--- src/rtl/lifo_pkg.sv ---
// lifo_pkg
//   Shared definitions for the LIFO stack slice.
//   - WIDTH_DEF / AW_DEF : default data width and pointer width.
//   - op_e               : push/pop request encoding, {Push, Pop}.
package lifo_pkg;

  localparam int unsigned WIDTH_DEF = 8;
  localparam int unsigned AW_DEF    = 5;

  // Built as {Push, Pop}. SWAP is a simultaneous push and pop.
  typedef enum logic [1:0] {
    OP_IDLE = 2'b00,
    OP_POP  = 2'b01,
    OP_PUSH = 2'b10,
    OP_SWAP = 2'b11
  } op_e;

endpackage

--- src/rtl/lifo_stack_ptr.sv ---
// stack_ptr
//   Saturating up/down occupancy counter for the LIFO stack.
//   Ports:
//     clk_i   : rising-edge clock
//     rst_ni  : synchronous active-low clear
//     en_i    : count enable
//     up_i    : direction, 1 = increment, 0 = decrement
//     count_o : occupancy, 0..2**AW (AW+1 bits)
//     full_o  : count_o == 2**AW
//     empty_o : count_o == 0
module stack_ptr
  import lifo_pkg::*;
#(
  parameter int unsigned AW = AW_DEF
) (
  input  logic        clk_i,
  input  logic        rst_ni,
  input  logic        en_i,
  input  logic        up_i,
  output logic [AW:0] count_o,
  output logic        full_o,
  output logic        empty_o
);

  localparam logic [AW:0] DEPTH = {1'b1, {AW{1'b0}}};
  localparam logic [AW:0] ONE   = {{AW{1'b0}}, 1'b1};

  logic [AW:0] count_q, count_d;

  // Saturates at both ends, so a stray request never wraps the pointer.
  always_comb begin
    count_d = count_q;
    if (en_i) begin
      if (up_i && !full_o) begin
        count_d = count_q + ONE;
      end else if (!up_i && !empty_o) begin
        count_d = count_q - ONE;
      end
    end
  end

  always_ff @(posedge clk_i) begin
    if (!rst_ni) begin
      count_q <= '0;
    end else begin
      count_q <= count_d;
    end
  end

  assign count_o = count_q;
  assign full_o  = (count_q == DEPTH);
  assign empty_o = (count_q == '0);

endmodule

--- src/rtl/lifo_stack.sv ---
// lifo_stack
//   Register-file LIFO with a registered, one-cycle-latency pop port.
//   Ports:
//     Clk        : rising-edge clock
//     Rst_n      : synchronous active-low reset
//     Push       : push request, Din written this cycle
//     Pop        : pop request, top entry returned next cycle on Dout
//     Din        : push data
//     Dout       : popped data (registered, holds between pops)
//     Dout_Valid : one-cycle strobe qualifying Dout
//     Full       : Count == 2**AW
//     Empty      : Count == 0
//     Count      : occupancy 0..2**AW
//     Err_Ovf    : sticky, push attempted while Full
//     Err_Udf    : sticky, pop attempted while Empty
//   Push+Pop on a non-empty stack replaces the top entry (legal when Full);
//   Push+Pop on an empty stack passes Din straight to Dout.
module lifo_stack
  import lifo_pkg::*;
#(
  parameter int unsigned WIDTH = WIDTH_DEF,
  parameter int unsigned AW    = AW_DEF
) (
  input  logic             Clk,
  input  logic             Rst_n,
  input  logic             Push,
  input  logic             Pop,
  input  logic [WIDTH-1:0] Din,
  output logic [WIDTH-1:0] Dout,
  output logic             Dout_Valid,
  output logic             Full,
  output logic             Empty,
  output logic [AW:0]      Count,
  output logic             Err_Ovf,
  output logic             Err_Udf
);

  localparam int unsigned DEPTH = 2 ** AW;
  localparam logic [AW:0] ONE   = {{AW{1'b0}}, 1'b1};

  logic [WIDTH-1:0] mem_q [DEPTH];

  logic [WIDTH-1:0] dout_q, dout_d;
  logic             valid_q, valid_d;
  logic             ovf_q, ovf_d;
  logic             udf_q, udf_d;

  logic             mem_we;
  logic [AW-1:0]    mem_waddr;
  logic [WIDTH-1:0] mem_wdata;
  logic             ptr_en;
  logic             ptr_up;

  logic [AW:0]      top_ptr;
  logic [AW-1:0]    top_idx;
  logic [AW-1:0]    wr_idx;
  op_e              op;

  stack_ptr #(
    .AW (AW)
  ) u_stack_ptr (
    .clk_i   (Clk),
    .rst_ni  (Rst_n),
    .en_i    (ptr_en),
    .up_i    (ptr_up),
    .count_o (Count),
    .full_o  (Full),
    .empty_o (Empty)
  );

  // Top entry lives at mem[SP-1]; the next free slot is mem[SP]. The
  // truncated indices are only used when the matching Empty/Full guard
  // rules out the wrapped value.
  assign top_ptr = Count - ONE;
  assign top_idx = top_ptr[AW-1:0];
  assign wr_idx  = Count[AW-1:0];
  assign op      = op_e'({Push, Pop});

  always_comb begin
    dout_d    = dout_q;
    valid_d   = 1'b0;
    ovf_d     = ovf_q;
    udf_d     = udf_q;
    mem_we    = 1'b0;
    mem_waddr = wr_idx;
    mem_wdata = Din;
    ptr_en    = 1'b0;
    ptr_up    = 1'b0;

    unique case (op)
      OP_IDLE: begin
      end
      OP_POP: begin
        if (!Empty) begin
          dout_d  = mem_q[top_idx];
          valid_d = 1'b1;
          ptr_en  = 1'b1;
        end else begin
          udf_d = 1'b1;
        end
      end
      OP_PUSH: begin
        if (!Full) begin
          mem_we = 1'b1;
          ptr_en = 1'b1;
          ptr_up = 1'b1;
        end else begin
          ovf_d = 1'b1;
        end
      end
      OP_SWAP: begin
        valid_d = 1'b1;
        if (!Empty) begin
          dout_d    = mem_q[top_idx];
          mem_we    = 1'b1;
          mem_waddr = top_idx;
        end else begin
          dout_d = Din;
        end
      end
    endcase
  end

  always_ff @(posedge Clk) begin
    if (mem_we && Rst_n) begin
      mem_q[mem_waddr] <= mem_wdata;
    end
  end

  always_ff @(posedge Clk) begin
    if (!Rst_n) begin
      dout_q  <= '0;
      valid_q <= 1'b0;
      ovf_q   <= 1'b0;
      udf_q   <= 1'b0;
    end else begin
      dout_q  <= dout_d;
      valid_q <= valid_d;
      ovf_q   <= ovf_d;
      udf_q   <= udf_d;
    end
  end

  assign Dout       = dout_q;
  assign Dout_Valid = valid_q;
  assign Err_Ovf    = ovf_q;
  assign Err_Udf    = udf_q;

endmodule
--- config.mk ---
export PLATFORM = sky130hd
export DESIGN_NAME = lifo_stack
export DESIGN_NICKNAME = d
export VERILOG_FILES = /design/src/rtl/lifo_pkg.sv /design/src/rtl/lifo_stack_ptr.sv /design/src/rtl/lifo_stack.sv
export SDC_FILE = /design/constraint.sdc
export NUM_CORES = 1
export LEC_CHECK = 0
export CORE_UTILIZATION = 45
export DETAILED_ROUTE_END_ITERATION = 10
export DONT_BUFFER_PORTS = 1
export GPL_ROUTABILITY_DRIVEN = 0
export HOLD_SLACK_MARGIN = 0.06
export PLACE_DENSITY = 0.63
export SLEW_MARGIN = 20
export SYNTH_ARGS = -nofsm -noshare
export SYNTH_HDL_FRONTEND = slang
export SYNTH_SLANG_ARGS = --single-unit
--- constraint.sdc ---
create_clock -name Clk -period 3.3 [get_ports Clk]
set_input_delay 0.33 -clock Clk [delete_from_list [all_inputs] [get_ports Clk]]
set_output_delay 0.33 -clock Clk [all_outputs]
set_load 0.01 [all_outputs]
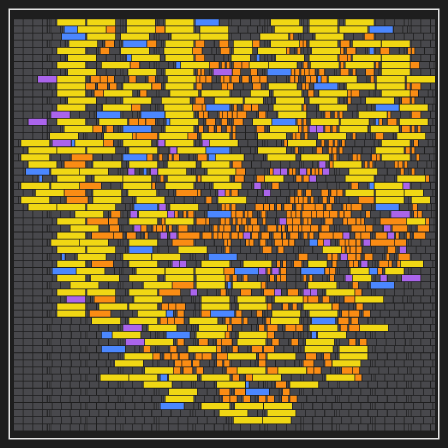
Figure 1: cell classes on the final placement.
Fill, decap, tap and diode cells in grey.
| class | colour | cells |
|---|---|---|
| other buffers and delay cells | purple | 53 |
| clock drivers and dummy loads | blue | 52 |
| all other logic | orange | 493 |
| flip-flops | yellow | 273 |

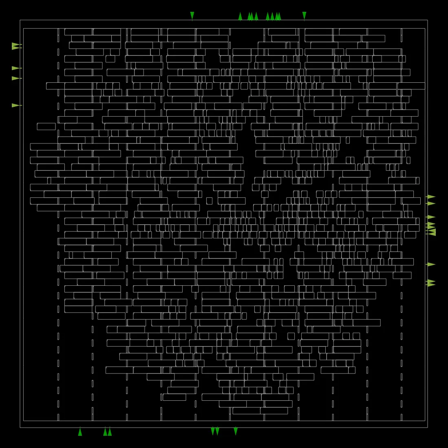
Figure 2: placed standard cells.
# rows: 58
final design utilization: 52.8%
register fraction of the total cell area: 59.7%

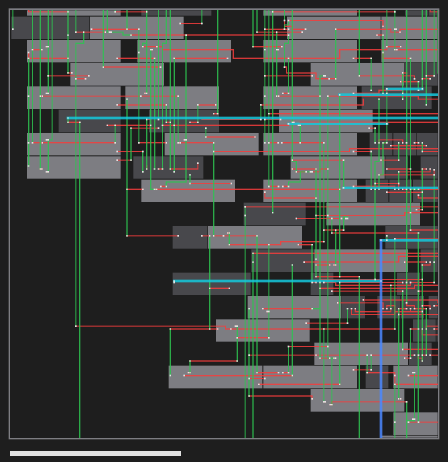
Figure 3: close-up of the layout.
Scale bar: 20 um. Region (16, 16) to (66, 66) um. Cells in grey, sequential cells in the stronger grey; small squares are vias.
| layer | colour |
|---|---|
| met3 | cyan |
| met2 | green |
| met4 | blue |
| met1 | red |
sequential cells in the window: 29
most frequent: edfxtp_1 (29), nand3b_1 (13)
cells with their middle in the window: 56
netlist names of flops here include: mem_q (29)

==> summary.txt <==
Reports from this run.

- The number of tap cells inserted reads 330.
- The flow ran to the end, and the final reports show no timing, DRC or antenna violations.
- After layout, the minimum clock period comes to 3050 ps.
- Looking at the power breakdown, the clock network takes 34.3% of the total.
- The power of the combinational group is 1.81 mW.
- The peak supply drop is ~460 uV.
- The final timing report counts setup violations totalling 0.
- In this run, power in the clock network comes to 3.00 mW.
- The setup slack of the worst register-to-register path reads 250 ps.
- The internal power of the cells totals about 6.2 mW.
- The number of buffers between clock root and the deepest sink is 3.
- The synthesized design contains 256 enable-type register cells.
- The largest single stage delay on the critical path is 660 ps.
- The net switching power of the design is 2.51 mW.
- The non-clock buffer instance count of the final layout reads 53.
- The met2 routing resource usage after global routing reads 33.7%.
- The routed length on met2 is 13200 um.
- The number of nets in the layout is 867.
- For this run, the number of standard cells in the final layout without fillers is 1201.
- The worst setup path is launched from a flip-flop.
- Yosys reports that the leading cell type by area covers 65.2% of the netlist area.
- The buffer type at the clock tree root reads sky130_fd_sc_hd__clkbuf_16.
- The arrival time of data at the critical path endpoint reads 3510 ps.
- The share of layout cells above drive strength 1 reads around 17%.
- The highest clock rate this design can be run at is 0.328 GHz.
- In this run the number of H-tree levels came out at 1.
- The synthesized-area fraction occupied by xor and xnor cells is less than 1%.
- The number of antenna diodes in the final layout is 0.
- The first global-routing pass estimated ~42000 um of wire.
- The post-route cell area is 13400 um^2.
- Yosys printed 0 warnings.
- More flip-flops sit in one register than any other, and that register is mem_q.
- The type of the worst setup path is reg2reg.
- The total number of sequential cells is 273.
- The final wirelength reads 28200 um.
- The number of antenna violations at the first check in global routing reads 0.
- The number of violations of the max-capacitance limit reads 0.
- The worst reg2reg path endpoint reads Dout[2].
- Setup slack on the worst path after placement came out at 244 ps.
- After clock tree synthesis, the clock-pin slew on the worst setup and hold paths is 60 ps.
- Ranked by total cell area, the synthesized netlist is headed by sky130_fd_sc_hd__edfxtp_1 (65%), sky130_fd_sc_hd__mux2i_1 (5.0%), sky130_fd_sc_hd__mux4_2 (3.1%), sky130_fd_sc_hd__dfxtp_1 (2.9%), sky130_fd_sc_hd__mux2_2 (2.3%).
- The number of buffer cells added on primary ports is 0.
- At the floorplan stage, the core utilization is reported as between 40% and 50%.
- Relative to the synthesized area, the layout overhead comes to 14.0%.
- The uppermost layer routed is met4.
- The placeable core region is 25500 um^2.
- Per the detail_route log, met3 wirelength is slightly above 2000 um.
- The total stage count of the critical path is 7.
- The share of the cycle needed by the critical path after routing reads 92.3%.
- The top cell type by instance count after synthesis is sky130_fd_sc_hd__edfxtp_1.
- The synthesized netlist devotes less than 1% of its cell area to adder and majority cells.
- The total power consumption of the routed design reads 8.75 mW.
- The wire length on met1 is 12200 um.
- The basic-gate share of the synthesized area counting and, or, nand and nor cells reads between 10% and 20%.
- The count of boundary I/O pins reads 31.
- The end of the critical path is Dout[2].
- A synthesized cell averages 14.5 um^2.
- The sequential cell area is 8030 um^2.
- The critical-path maximum fanout is 72.
- The met1 usage in global routing is 30.3%.
- The number of hold buffers added after cts is 8.
- The commonest cells after synthesis are sky130_fd_sc_hd__edfxtp_1 (256), sky130_fd_sc_hd__nand2_1 (61), sky130_fd_sc_hd__mux2i_1 (59).
- The cell repeated most along the worst path reads sky130_fd_sc_hd__buf_4.
- The remaining design rule violation count is 0.
- Setup slack on the critical path of the routed design comes to 254 ps.
- The critical path required time reads roughly 3800 ps.
- The critical path startpoint reads u_stack_ptr.count_o[0].
- The total number of clock tree sinks is around 270.
Power is estimated from default activity; no workload was simulated.
